==> images/met1.png <==
Scale bar: 20 µm. Supply wires on this layer in grey.
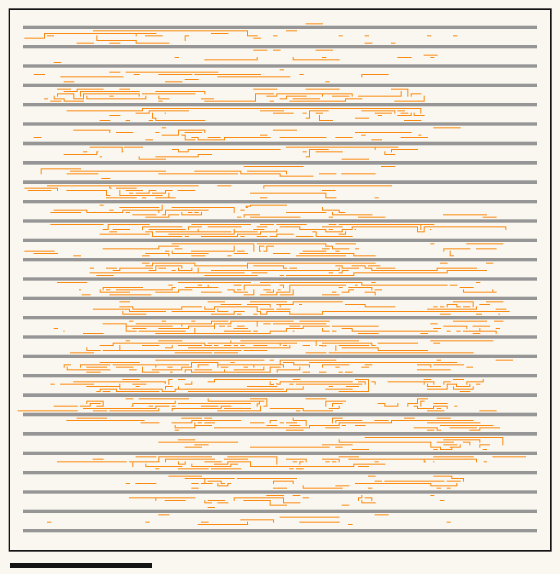
==> images/met2.png <==
Scale bar: 20 µm.
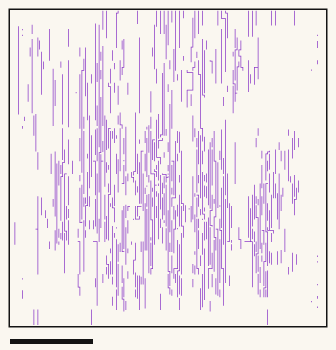
File: src/rtl/lcd_ctrl_if.sv
// Command/data request channel into the LCD driver.
// Request is taken on an edge where req_valid and req_ready are both high.
interface lcd_ctrl_if;
    logic       req_valid;
    logic       req_rs;
    logic [7:0] req_data;
    logic       req_ready;

    modport master (output req_valid, req_rs, req_data, input  req_ready);
    modport slave  (input  req_valid, req_rs, req_data, output req_ready);
endinterface

File: src/rtl/lcd_ctrl.sv
// HD44780 driver: runs power-up init, then sends one byte per request with full bus timing.
// Latency: ready returns T_SETUP+T_EN+T_HOLD+(T_CLEAR or T_EXEC) cycles after the accepting edge.
// Backpressure: ready only in IDLE after init; valid while not ready is ignored, not queued.
module lcd_ctrl #(
    parameter int T_PWRUP = 750000,
    parameter int T_SETUP = 2,
    parameter int T_EN    = 12,
    parameter int T_HOLD  = 2,
    parameter int T_EXEC  = 2000,
    parameter int T_CLEAR = 82000
) (
    input  logic        i_clk,
    input  logic        i_rst,
    lcd_ctrl_if.slave   req,
    output logic        o_init_done,
    output logic [31:0] o_io_lcd
);

    function automatic int max_of(input int a, input int b);
        return (a > b) ? a : b;
    endfunction

    localparam int T_MAX = max_of(max_of(max_of(T_PWRUP, T_SETUP), max_of(T_EN, T_HOLD)),
                                  max_of(T_EXEC, T_CLEAR));
    localparam int CW = $clog2(T_MAX + 1);
    localparam logic [CW-1:0] CNT_ONE = CW'(1);

    // The init-ROM load has no cycle of its own: it happens on the transition into SETUP.
    typedef enum logic [2:0] {PWRUP, SETUP, EN_HI, HOLD, EXEC, IDLE} state_t;

    function automatic logic [7:0] init_rom(input logic [1:0] i);
        case (i)
            2'd0:    return 8'h38;
            2'd1:    return 8'h0C;
            2'd2:    return 8'h06;
            default: return 8'h01;
        endcase
    endfunction

    state_t          state_q, state_d;
    logic [CW-1:0]   cnt_q, cnt_d;
    logic            rs_q, rs_d;
    logic [7:0]      data_q, data_d;
    logic [2:0]      idx_q, idx_d;
    logic            init_done_q, init_done_d;
    logic            en_q;
    logic            on_q;
    logic            load_init;
    logic            last;
    logic            is_clear;

    // Clear display / return home need the long execution wait.
    assign is_clear = !rs_q && (data_q[7:2] == 6'd0) && (data_q != 8'd0);

    always_comb begin
        state_d     = state_q;
        cnt_d       = cnt_q;
        rs_d        = rs_q;
        data_d      = data_q;
        idx_d       = idx_q;
        init_done_d = init_done_q;
        load_init   = 1'b0;
        last        = (cnt_q == CNT_ONE);
        case (state_q)
            PWRUP: begin
                if (last) load_init = 1'b1;
                else      cnt_d     = cnt_q - CNT_ONE;
            end
            SETUP: begin
                if (last) begin
                    state_d = EN_HI;
                    cnt_d   = CW'(T_EN);
                end else begin
                    cnt_d = cnt_q - CNT_ONE;
                end
            end
            EN_HI: begin
                if (last) begin
                    state_d = HOLD;
                    cnt_d   = CW'(T_HOLD);
                end else begin
                    cnt_d = cnt_q - CNT_ONE;
                end
            end
            HOLD: begin
                if (last) begin
                    state_d = EXEC;
                    cnt_d   = is_clear ? CW'(T_CLEAR) : CW'(T_EXEC);
                end else begin
                    cnt_d = cnt_q - CNT_ONE;
                end
            end
            EXEC: begin
                if (last) begin
                    if (idx_q != 3'd4) begin
                        load_init = 1'b1;
                    end else begin
                        state_d     = IDLE;
                        init_done_d = 1'b1;
                    end
                end else begin
                    cnt_d = cnt_q - CNT_ONE;
                end
            end
            IDLE: begin
                if (req.req_valid) begin
                    rs_d    = req.req_rs;
                    data_d  = req.req_data;
                    state_d = SETUP;
                    cnt_d   = CW'(T_SETUP);
                end
            end
            default: begin
                state_d = PWRUP;
                cnt_d   = CW'(T_PWRUP);
            end
        endcase
        if (load_init) begin
            rs_d    = 1'b0;
            data_d  = init_rom(idx_q[1:0]);
            idx_d   = idx_q + 3'd1;
            state_d = SETUP;
            cnt_d   = CW'(T_SETUP);
        end
    end

    always_ff @(posedge i_clk) begin
        if (i_rst) begin
            state_q     <= PWRUP;
            cnt_q       <= CW'(T_PWRUP);
            rs_q        <= 1'b0;
            data_q      <= 8'd0;
            idx_q       <= 3'd0;
            init_done_q <= 1'b0;
            en_q        <= 1'b0;
            on_q        <= 1'b0;
        end else begin
            state_q     <= state_d;
            cnt_q       <= cnt_d;
            rs_q        <= rs_d;
            data_q      <= data_d;
            idx_q       <= idx_d;
            init_done_q <= init_done_d;
            en_q        <= (state_d == EN_HI);
            on_q        <= 1'b1;
        end
    end

    assign req.req_ready = (state_q == IDLE);
    assign o_init_done   = init_done_q;
    assign o_io_lcd      = {on_q, 20'd0, rs_q, 1'b0, en_q, data_q};

endmodule

File: src/flat_wrapper.sv
// flat-port wrapper written by rule: the top's interface ports become plain ports
module lcd_ctrl_flat 
#(
    parameter int T_PWRUP = 750000,
    parameter int T_SETUP = 2,
    parameter int T_EN    = 12,
    parameter int T_HOLD  = 2,
    parameter int T_EXEC  = 2000,
    parameter int T_CLEAR = 82000
)
  (i_clk, i_rst, o_init_done, o_io_lcd, req_req_valid, req_req_rs, req_req_data, req_req_ready);
  lcd_ctrl_if req_i ();
  input  logic i_clk;
  input  logic i_rst;
  output logic o_init_done;
  output logic [31:0] o_io_lcd;
  input wire logic [$bits(req_i.req_valid)-1:0] req_req_valid;
  input wire logic [$bits(req_i.req_rs)-1:0] req_req_rs;
  input wire logic [$bits(req_i.req_data)-1:0] req_req_data;
  output wire logic [$bits(req_i.req_ready)-1:0] req_req_ready;
  assign req_i.req_valid = req_req_valid;
  assign req_i.req_rs = req_req_rs;
  assign req_i.req_data = req_req_data;
  assign req_req_ready = req_i.req_ready;
  lcd_ctrl #(.T_PWRUP(T_PWRUP), .T_SETUP(T_SETUP), .T_EN(T_EN), .T_HOLD(T_HOLD), .T_EXEC(T_EXEC), .T_CLEAR(T_CLEAR)) u_core (.i_clk(i_clk), .i_rst(i_rst), .req(req_i), .o_init_done(o_init_done), .o_io_lcd(o_io_lcd));
endmodule
File: config.mk
export PLATFORM = sky130hd
export DESIGN_NAME = lcd_ctrl_flat
export DESIGN_NICKNAME = d
export VERILOG_FILES = /design/src/rtl/lcd_ctrl_if.sv /design/src/rtl/lcd_ctrl.sv /design/src/flat_wrapper.sv
export SDC_FILE = /design/constraint.sdc
export NUM_CORES = 1
export LEC_CHECK = 0
export CAP_MARGIN = 20
export CORE_MARGIN = 1.5
export CORE_UTILIZATION = 45
export CTS_CLUSTER_SIZE = 40
export DETAILED_ROUTE_END_ITERATION = 8
export PLACE_DENSITY_LB_ADDON = 0.05
export SYNTH_ARGS = -nofsm -noshare
export SYNTH_HDL_FRONTEND = slang
export SYNTH_SLANG_ARGS = --single-unit
File: constraint.sdc
create_clock -name i_clk -period 3.2 [get_ports i_clk]
set_input_delay 0.48 -clock i_clk [delete_from_list [all_inputs] [get_ports i_clk]]
set_output_delay 0.48 -clock i_clk [all_outputs]
set_load 0.1 [all_outputs]
==> out/summary.txt <==
worst path cell trace: nor4_4, and4b_1, nand2_1, o31ai_1, a211o_1
critical path's largest stage delay: 0.60 ns
min-delay src: u_core.data_q[7]
outcome: finished clean
yosys stat area: 0.00239 mm²
post-layout util: 52.8%
Ports: 46
max cap viols: 0
critical path fanouts, max: 14
HP Class: register to register
area leader, netlist: dfxtp_1
CTS tree: done
Rows: 26
Max Freq: 395 MHz
Critical Path Source: u_core.cnt_q[4]
capture point of the worst reg-to-reg path: u_core.cnt_q[16]
non-filler instance count after layout: 382
Pleak: 0.905 nW
Synth Seq Share: 31.8%
fraction of layout cells with a size suffix above 1: 12.8%
core area: 0.00511 mm²
Worst Path Arrival: 2.77 ns
DR pass1 iterations: 4
pwr/cell area: 414 mW/mm²
Die ar.: 0.00576 mm²
final hold violations: 0
cycle use final: 79.1%
initial antenna violation count: 0
r2r worst-path depth: 5
Setup-failing EPs final: 0
critical path's top delay family: simple AND/OR/NAND/NOR gates
RSZ-0062 raised after global routing: no
maximum VDD drop: 0.192 mV
#FFs+latches synth: 38
clock sink count: 38
max_slew headroom: 35.0%
Total Negative Setup Slacks: 0 ns
fp util: 46.8%
About met1.png:
wire length on this layer: 2,860 µm
nets with wire on the layer: 296
main direction: horizontal

About met2.png:
main direction: vertical
nets with wire on the layer: 275
wire length on this layer: 2,840 µm
share of all routed wire: 46%

==> Yosys cell counts (all sizes together), types with 3 or more instances <==
library cell   n
mux2i          6
a211oi         7
clkbuf         7
nor4           9
nor2          20
nor3          15
xnor2          5
or4            4
nand2         19
dfxtp         38
a31oi          8
inv            9
nand3         13
a21oi         21
o31ai          3
a211o          6
o21ai         19
or2            7
ha             7
nor3b          5
buf           29
==> per-layer routing <==
metal  global-route usage (%)  up-vias  routed length [µm]
met5                        0        -                   0
met4                     9.13        0                 117
met3                     5.56       12                 374
met2                     34.3       80                2840
met1                     32.1     1032                2860
li1                         -     1075                   -
==> report_power, final <==
part           internal [W]  switching (W)
combinational     0.0000422       0.000153
sequential         0.000483      0.0000171
clock              0.000249       0.000171
==> worst max path at each step <==
stage / to
CTS: u_core.cnt_q[14]
finish: u_core.cnt_q[16]
global placement: u_core.cnt_q[14]
global route: u_core.cnt_q[16]
detailed placement: u_core.cnt_q[14]
floorplan: u_core.data_q[3]
==> registers in the layout, summed over array words and instances (netlist names) <==
| register | flops |
|---|---|
| u_core.state_q | 3 |
| u_core.en_q | 1 |
| u_core.rs_q | 1 |
| u_core.cnt_q | 20 |
| u_core.idx_q | 3 |
| u_core.on_q | 1 |
| u_core.o_init_done | 1 |
| u_core.data_q | 8 |
==> worst min-delay path, delay by kind of cell (launching register included) <==
family	cells	cell delay, ns
flops	1	0.32
simple gates	1	0.06
compound gates	1	0.05
==> cell type report <==
class	count	area (µm²)
clock inverters	1	30.0
well taps	70	87.6
clock buffers	6	82.6
inverters	9	33.8
multi-input cells	228	1430
fillers	529	2410
repair buffers	30	270
flip-flops and latches	38	761
No activity file was given, so power comes from the tool's default toggle rates.
